$ cat config.mk
export PLATFORM = sky130hd
export DESIGN_NAME = l1cache_req_master_flat
export DESIGN_NICKNAME = d
export VERILOG_FILES = /design/src/rtl/l1cache_req_master_if.sv /design/src/rtl/l1cache_req_master.sv /design/src/flat_wrapper.sv
export SDC_FILE = /design/constraint.sdc
export NUM_CORES = 1
export LEC_CHECK = 0
export ABC_AREA = 1
export CAP_MARGIN = 10
export CORE_ASPECT_RATIO = 0.5
export CORE_MARGIN = 2
export CORE_UTILIZATION = 49
export CTS_CLUSTER_SIZE = 24
export DETAILED_ROUTE_END_ITERATION = 16
export GPL_ROUTABILITY_DRIVEN = 1
export PLACE_DENSITY = 0.88
export SLEW_MARGIN = 40
export SYNTH_ARGS = -nofsm -noshare
export SYNTH_HDL_FRONTEND = slang
export SYNTH_SLANG_ARGS = --single-unit
$ cat constraint.sdc
create_clock -name clk -period 3.3 [get_ports clk]
set_clock_uncertainty 0.1 [all_clocks]
set_input_delay 0.66 -clock clk [delete_from_list [all_inputs] [get_ports clk]]
set_output_delay 0.66 -clock clk [all_outputs]
set_load 0.01 [all_outputs]
$ cat src/rtl/l1cache_req_master_if.sv
`default_nettype none
// ============================================================================
// Module      : l1cache_req_master_if
// Description : Request/response bus between the L1 request master and the
//               8-way set-associative L1 cache request port.
//               master : drives address, write data and the request strobes,
//                        receives the cache completion signals.
//               slave  : the cache side of the same bus.
//               Signals: data_addr, wdata, awvalid, wvalid, arvalid (to cache)
//                        rvalid, rdata, r_hit, r_resp, w_hit, w_resp (from cache)
// Revision    : 1.0 - initial release
// ============================================================================
interface l1cache_req_master_if #(
    parameter int ADDR_W = 20,
    parameter int DATA_W = 32
);
    logic [ADDR_W-1:0] data_addr;
    logic [DATA_W-1:0] wdata;
    logic              awvalid;
    logic              wvalid;
    logic              arvalid;
    logic              rvalid;
    logic [DATA_W-1:0] rdata;
    logic              r_hit;
    logic [1:0]        r_resp;
    logic              w_hit;
    logic [1:0]        w_resp;

    modport master (
        output data_addr, wdata, awvalid, wvalid, arvalid,
        input  rvalid, rdata, r_hit, r_resp, w_hit, w_resp
    );

    modport slave (
        input  data_addr, wdata, awvalid, wvalid, arvalid,
        output rvalid, rdata, r_hit, r_resp, w_hit, w_resp
    );
endinterface
`default_nettype wire

$ cat src/rtl/l1cache_req_master.sv
`default_nettype none
// ============================================================================
// Module      : l1cache_req_master
// Description : Core-side initiator for the L1 cache request port. Core
//               requests are buffered in a small FIFO and issued to the cache
//               one at a time; each request ends in a cache completion or a
//               timeout, and the result is returned on a valid/ready channel.
// Ports       : clk, rst           clock, asynchronous active-high reset
//               req_*              core request channel (valid/ready)
//               rsp_*              response channel to the core (valid/ready)
//               bus                cache request bus (master modport)
// Revision    : 1.0 - initial release
// ============================================================================
module l1cache_req_master #(
    parameter int ADDR_W     = 20,
    parameter int DATA_W     = 32,
    parameter int FIFO_DEPTH = 4,
    parameter int TIMEOUT    = 16
) (
    input  wire logic              clk,
    input  wire logic              rst,
    // core request channel
    input  wire logic              req_valid,
    output logic                   req_ready,
    input  wire logic              req_write,
    input  wire logic [ADDR_W-1:0] req_addr,
    input  wire logic [DATA_W-1:0] req_wdata,
    // core response channel
    output logic                   rsp_valid,
    input  wire logic              rsp_ready,
    output logic                   rsp_write,
    output logic                   rsp_hit,
    output logic [DATA_W-1:0]      rsp_rdata,
    output logic [1:0]             rsp_resp,
    output logic                   rsp_timeout,
    // cache request bus
    l1cache_req_master_if.master   bus
);

    localparam int c_ptr_w = (FIFO_DEPTH > 1) ? $clog2(FIFO_DEPTH) : 1;
    localparam int c_cnt_w = c_ptr_w + 1;
    localparam int c_tmo_w = (TIMEOUT > 1) ? $clog2(TIMEOUT) : 1;
    localparam int c_ent_w = 1 + ADDR_W + DATA_W;

    localparam logic [c_cnt_w-1:0] c_fifo_full = c_cnt_w'(FIFO_DEPTH);
    localparam logic [c_tmo_w-1:0] c_tmo_last  = c_tmo_w'(TIMEOUT - 1);
    localparam logic [1:0]         c_resp_tmo  = 2'b11;

    typedef enum logic [1:0] {
        ST_IDLE = 2'd0,
        ST_REQ  = 2'd1,
        ST_RESP = 2'd2
    } state_t;

    // ------------------------------------------------------------------
    // Request FIFO
    // ------------------------------------------------------------------
    logic [c_ent_w-1:0] r_fifo_mem [FIFO_DEPTH];
    logic [c_ptr_w-1:0] r_wr_ptr;
    logic [c_ptr_w-1:0] r_rd_ptr;
    logic [c_cnt_w-1:0] r_count;

    logic               w_full;
    logic               w_empty;
    logic               w_push;
    logic               w_pop;
    logic [c_ent_w-1:0] w_head;
    logic               w_head_write;
    logic [ADDR_W-1:0]  w_head_addr;
    logic [DATA_W-1:0]  w_head_wdata;

    state_t             r_state;

    assign w_full    = (r_count == c_fifo_full);
    assign w_empty   = (r_count == '0);
    // Readiness depends only on fullness: a pop in the same cycle does not
    // open a slot for a simultaneous push.
    assign req_ready = !w_full;
    assign w_push    = req_valid && !w_full;
    assign w_pop     = (r_state == ST_IDLE) && !w_empty;

    assign w_head       = r_fifo_mem[r_rd_ptr];
    assign w_head_write = w_head[c_ent_w-1];
    assign w_head_addr  = w_head[ADDR_W+DATA_W-1:DATA_W];
    assign w_head_wdata = w_head[DATA_W-1:0];

    // Storage needs no reset: occupancy is tracked by r_count alone.
    always_ff @(posedge clk) begin
        if (w_push) begin
            r_fifo_mem[r_wr_ptr] <= {req_write, req_addr, req_wdata};
        end
    end

    // Pointers are log2(FIFO_DEPTH) wide, so they wrap naturally.
    always_ff @(posedge clk or posedge rst) begin
        if (rst) begin
            r_wr_ptr <= '0;
            r_rd_ptr <= '0;
            r_count  <= '0;
        end else begin
            if (w_push) begin
                r_wr_ptr <= r_wr_ptr + 1'b1;
            end
            if (w_pop) begin
                r_rd_ptr <= r_rd_ptr + 1'b1;
            end
            case ({w_push, w_pop})
                2'b10:   r_count <= r_count + 1'b1;
                2'b01:   r_count <= r_count - 1'b1;
                default: r_count <= r_count;
            endcase
        end
    end

    // ------------------------------------------------------------------
    // Request sequencer
    // ------------------------------------------------------------------
    logic               r_is_write;
    logic [c_tmo_w-1:0] r_tmo_cnt;
    logic [ADDR_W-1:0]  r_data_addr;
    logic [DATA_W-1:0]  r_wdata;
    logic               r_awvalid;
    logic               r_wvalid;
    logic               r_arvalid;
    logic               r_rsp_valid;
    logic               r_rsp_write;
    logic               r_rsp_hit;
    logic [DATA_W-1:0]  r_rsp_rdata;
    logic [1:0]         r_rsp_resp;
    logic               r_rsp_timeout;

    logic               w_done;
    logic               w_tmo;

    // Only the completion type matching the outstanding request counts;
    // the other channel's pulses are dropped.
    assign w_done = r_is_write ? (bus.w_hit || (bus.w_resp != 2'b00))
                               : bus.rvalid;
    assign w_tmo  = (r_tmo_cnt == c_tmo_last);

    always_ff @(posedge clk or posedge rst) begin
        if (rst) begin
            r_state       <= ST_IDLE;
            r_is_write    <= 1'b0;
            r_tmo_cnt     <= '0;
            r_data_addr   <= '0;
            r_wdata       <= '0;
            r_awvalid     <= 1'b0;
            r_wvalid      <= 1'b0;
            r_arvalid     <= 1'b0;
            r_rsp_valid   <= 1'b0;
            r_rsp_write   <= 1'b0;
            r_rsp_hit     <= 1'b0;
            r_rsp_rdata   <= '0;
            r_rsp_resp    <= 2'b00;
            r_rsp_timeout <= 1'b0;
        end else begin
            case (r_state)
                ST_IDLE: begin
                    if (w_pop) begin
                        r_is_write  <= w_head_write;
                        r_data_addr <= w_head_addr;
                        r_wdata     <= w_head_write ? w_head_wdata : '0;
                        r_awvalid   <= w_head_write;
                        r_wvalid    <= w_head_write;
                        r_arvalid   <= !w_head_write;
                        r_tmo_cnt   <= '0;
                        r_state     <= ST_REQ;
                    end
                end

                ST_REQ: begin
                    // Completion takes priority over a timeout on the same edge.
                    if (w_done) begin
                        r_awvalid     <= 1'b0;
                        r_wvalid      <= 1'b0;
                        r_arvalid     <= 1'b0;
                        r_rsp_valid   <= 1'b1;
                        r_rsp_timeout <= 1'b0;
                        r_rsp_write   <= r_is_write;
                        if (r_is_write) begin
                            r_rsp_hit   <= bus.w_hit;
                            r_rsp_resp  <= bus.w_resp;
                            r_rsp_rdata <= '0;
                        end else begin
                            r_rsp_hit   <= bus.r_hit;
                            r_rsp_resp  <= bus.r_resp;
                            r_rsp_rdata <= bus.rdata;
                        end
                        r_state <= ST_RESP;
                    end else if (w_tmo) begin
                        r_awvalid     <= 1'b0;
                        r_wvalid      <= 1'b0;
                        r_arvalid     <= 1'b0;
                        r_rsp_valid   <= 1'b1;
                        r_rsp_timeout <= 1'b1;
                        r_rsp_write   <= r_is_write;
                        r_rsp_hit     <= 1'b0;
                        r_rsp_resp    <= c_resp_tmo;
                        r_rsp_rdata   <= '0;
                        r_state       <= ST_RESP;
                    end else begin
                        r_tmo_cnt <= r_tmo_cnt + 1'b1;
                    end
                end

                ST_RESP: begin
                    if (rsp_ready) begin
                        r_rsp_valid <= 1'b0;
                        r_state     <= ST_IDLE;
                    end
                end

                default: begin
                    r_state     <= ST_IDLE;
                    r_awvalid   <= 1'b0;
                    r_wvalid    <= 1'b0;
                    r_arvalid   <= 1'b0;
                    r_rsp_valid <= 1'b0;
                end
            endcase
        end
    end

    assign bus.data_addr = r_data_addr;
    assign bus.wdata     = r_wdata;
    assign bus.awvalid   = r_awvalid;
    assign bus.wvalid    = r_wvalid;
    assign bus.arvalid   = r_arvalid;

    assign rsp_valid   = r_rsp_valid;
    assign rsp_write   = r_rsp_write;
    assign rsp_hit     = r_rsp_hit;
    assign rsp_rdata   = r_rsp_rdata;
    assign rsp_resp    = r_rsp_resp;
    assign rsp_timeout = r_rsp_timeout;

endmodule
`default_nettype wire

$ cat src/flat_wrapper.sv
// flat-port wrapper written by rule: the top's interface ports become plain ports
module l1cache_req_master_flat 
#(
    parameter int ADDR_W     = 20,
    parameter int DATA_W     = 32,
    parameter int FIFO_DEPTH = 4,
    parameter int TIMEOUT    = 16
)
  (clk, rst, req_valid, req_ready, req_write, req_addr, req_wdata, rsp_valid, rsp_ready, rsp_write, rsp_hit, rsp_rdata, rsp_resp, rsp_timeout, bus_data_addr, bus_wdata, bus_awvalid, bus_wvalid, bus_arvalid, bus_rvalid, bus_rdata, bus_r_hit, bus_r_resp, bus_w_hit, bus_w_resp);
  l1cache_req_master_if #(.ADDR_W(ADDR_W), .DATA_W(DATA_W)) bus_i ();
  input  wire logic clk;
  input  wire logic rst;
  input  wire logic req_valid;
  output logic req_ready;
  input  wire logic req_write;
  input  wire logic [ADDR_W-1:0] req_addr;
  input  wire logic [DATA_W-1:0] req_wdata;
  output logic rsp_valid;
  input  wire logic rsp_ready;
  output logic rsp_write;
  output logic rsp_hit;
  output logic [DATA_W-1:0] rsp_rdata;
  output logic [1:0] rsp_resp;
  output logic rsp_timeout;
  output wire logic [$bits(bus_i.data_addr)-1:0] bus_data_addr;
  output wire logic [$bits(bus_i.wdata)-1:0] bus_wdata;
  output wire logic [$bits(bus_i.awvalid)-1:0] bus_awvalid;
  output wire logic [$bits(bus_i.wvalid)-1:0] bus_wvalid;
  output wire logic [$bits(bus_i.arvalid)-1:0] bus_arvalid;
  input wire logic [$bits(bus_i.rvalid)-1:0] bus_rvalid;
  input wire logic [$bits(bus_i.rdata)-1:0] bus_rdata;
  input wire logic [$bits(bus_i.r_hit)-1:0] bus_r_hit;
  input wire logic [$bits(bus_i.r_resp)-1:0] bus_r_resp;
  input wire logic [$bits(bus_i.w_hit)-1:0] bus_w_hit;
  input wire logic [$bits(bus_i.w_resp)-1:0] bus_w_resp;
  assign bus_data_addr = bus_i.data_addr;
  assign bus_wdata = bus_i.wdata;
  assign bus_awvalid = bus_i.awvalid;
  assign bus_wvalid = bus_i.wvalid;
  assign bus_arvalid = bus_i.arvalid;
  assign bus_i.rvalid = bus_rvalid;
  assign bus_i.rdata = bus_rdata;
  assign bus_i.r_hit = bus_r_hit;
  assign bus_i.r_resp = bus_r_resp;
  assign bus_i.w_hit = bus_w_hit;
  assign bus_i.w_resp = bus_w_resp;
  l1cache_req_master #(.ADDR_W(ADDR_W), .DATA_W(DATA_W), .FIFO_DEPTH(FIFO_DEPTH), .TIMEOUT(TIMEOUT)) u_core (.clk(clk), .rst(rst), .req_valid(req_valid), .req_ready(req_ready), .req_write(req_write), .req_addr(req_addr), .req_wdata(req_wdata), .rsp_valid(rsp_valid), .rsp_ready(rsp_ready), .rsp_write(rsp_write), .rsp_hit(rsp_hit), .rsp_rdata(rsp_rdata), .rsp_resp(rsp_resp), .rsp_timeout(rsp_timeout), .bus(bus_i));
endmodule
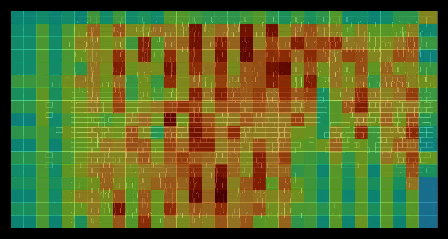
(images/congestion.png)
Most Crowded Layer GR: met2
met2 global-route usage: 38.8%

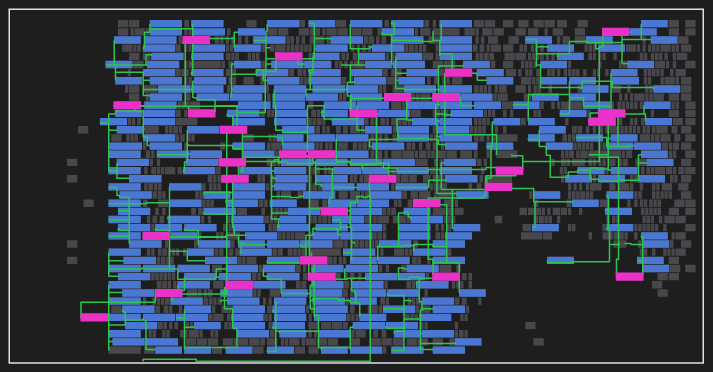
(images/clk_routes.png)
Scale: 3 px per um.
Key: magenta = clock drivers [count 29]; green = clock wires [length 3290 um]; blue = flip-flops [count 318]
Position of the flops: spread over the die.
Latency at later pin: 560 ps
Clock group: 3550 uW
Clock power frac: 23.7%

==> impl_metrics.yaml <==
# implementation run metrics
final_timing:
  rsz0062_at_grt: "no"
  finalMaxSlewViolations: 0
  finalHoldViolations: 0
  worst_pin_slew_ps: 841
  finalClockPeriodUsage_pct: 76.1
  fmax_mhz: 398
  fin_crit_ps: 2510
  slew_headroom_pct: 44.0
synthesis:
  synth.avg_cell_area_um2: 10.7
  netlist_instances: 1175
  ys_seq_share_pct: 71.5
  synth_flops: 318
  syn_area_um2: 12600
  ys_cells: 1175
drt:
  wirelength_um: 30000
  drt-pass1-iter-count: 6
clocking:
  cts_resized: 0
  htree_levels: 1
  clock_sinks: 318
  cts_root_buffer: "clkbuf_16"
  clk_path_buf_depth: 3
  clk_pin_slew_ps: 70
die:
  die.size.y_um: 117
  die-area_um2: 27100
  core-area_um2: 25200
  fp_util_pct: 50.0
  fp-row-count: 41
cells_and_area:
  drive_above_1_share_pct: 6.10
  area_growth_pct: 26.1
  regArea_um2: 9020
  comb_area_um2: 3250
  antenna_cells: 0
  nFillCells: 1740
place:
  hpwl_um: 17500
  place.gp.congestion: 0.839
global_route:
  grt_pass1_vias: 9236
  grt.overflow.total: 0
  track_usage_pct: 21.8
  antenna_found_initial: 1
critical_path:
  crit_fanout: 3
  r2r_start: "u_core.r_is_write"
  critPathArrivalTime_ps: 1750
  worst_ep_required_time_ps: 2540
  startpoint_type: "flip-flop"
pwr:
  power.total_uw: 15000
  p_leak_uw: 0.00643
  powerDensity_nw_per_um2: 941
run_status:
  outcome: "completed"
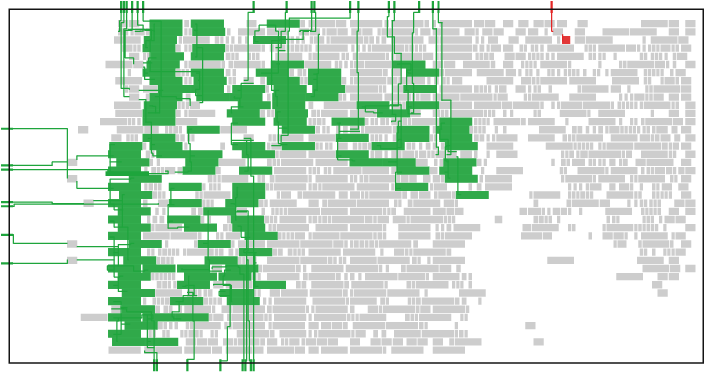
(images/io_fan.png)
Scale: 3 px per um.
Key: green = req_wdata [bits 32, direction input, edge 17 top, 8 bottom, 7 left, end cells 128, buffers 32, wire 2080 um]; red = rst [bits 1, direction input, edge top, end cells 1, buffers 1, wire 9.70 um]

-- sequential cells by signal, indices dropped and copies added (netlist names) --
register and cells:
u_core.rsp_timeout 1, u_core.r_state 2, u_core.r_is_write 1, u_core.r_rd_ptr 2, u_core.r_tmo_cnt 4, u_core.rsp_resp 2
u_core.rsp_rdata 32, u_core.r_fifo_mem 212, u_core.bus.wdata 32, u_core.bus.awvalid 1, u_core.rsp_write 1, u_core.rsp_valid 1
u_core.bus.data_addr 20, u_core.bus.arvalid 1, u_core.r_count 3, u_core.r_wr_ptr 2, u_core.rsp_hit 1
-- layout make-up --
cell class	instances	area share (%)
multi-input cells	773	20.4
repair buffers	208	13.1
inverters	24	0.590
flip-flops and latches	318	56.7
well taps	344	2.71
clock inverters	13	1.16
clock buffers	40	5.28
-- Yosys cell counts, drive strengths merged --
master	n	area, um2
ha	6	75.1
nor3b	1	7.51
nand2	314	1200
fa	1	20.0
xor2	3	26.3
clkbuf	15	56.3
o21ai	109	546
edfxtp	212	6370
a21oi	22	110
inv	24	90.1
xnor2	1	8.76
nand3	10	50.1
nand4	3	18.8
dfrtp	106	2650
or2	1	6.26
buf	45	235
nor2	302	1150
-- how the worst max path moves through the flow --
stage | from | endpoint | slack [ps]
2_1_floorplan | req_valid | u_core.r_fifo_mem[0][0] | -330
3_3_place_gp | bus_rvalid | u_core.r_state[1] | 620
3_5_place_dp | bus_rvalid | u_core.r_state[1] | 530
4_1_cts | u_core.r_count[0] | req_ready | 750
5_1_grt | u_core.r_is_write | u_core.rsp_rdata[14] | 620
6_report | u_core.r_count[0] | req_ready | 790
-- layer usage --
layer  wire [um]  track usage, %  part of all wire [%]  vias to the layer above
li1            -               -                     -                     4216
met5          12               0                 0.040                        -
met1       11600            26.7                    39                     4441
met3        2370            4.23                   7.9                       58
met2       15300            38.8                    51                      421
met4         749            7.50                   2.5                        2
-- report_power, final --
part | internal (uW) | switching (uW)
clock network | 2100 | 1440
registers | 5410 | 490
logic | 2050 | 3470
-- layout by cell type, fill, tap and decap left out, drive strengths merged --
cell,instances
a21oi,22
buf,19
bufinv,4
clkbuf,40
clkdlybuf4s50,189
clkinv,8
clkinvlp,1
dfrtp,106
edfxtp,212
fa,1
ha,6
inv,24
nand2,314
nand3,10
nand4,3
nor2,302
nor3b,1
o21ai,109
or2,1
xnor2,1
xor2,3
-- critical path: stages, from the launching register on --
cell and delay [ps]:
dfrtp_1 410, nor2_1 190, nand2_1 100, clkdlybuf4s50_1 510
-- metrics by stage --
step                setup WS (ps)  utilization [%]  TNS [ps]
floorplan                    -328                -    -69480
global placement              623             58.9         0
detailed placement            532             58.9         0
CTS                           749             63.0         0
global route                  620             63.0         0
finish                        789             63.0         0
-- cells by family after synthesis --
logic type      count (synthesis)  share of synthesized area (%)
simple gates                  631                           19.2
flops                         318                           71.5
compound gates                131                           5.20
buf+inv                        84                           3.03
fa+ha+maj                       7                          0.754
xor+xnor                        4                          0.278
Power and IR drop assume default switching activity.
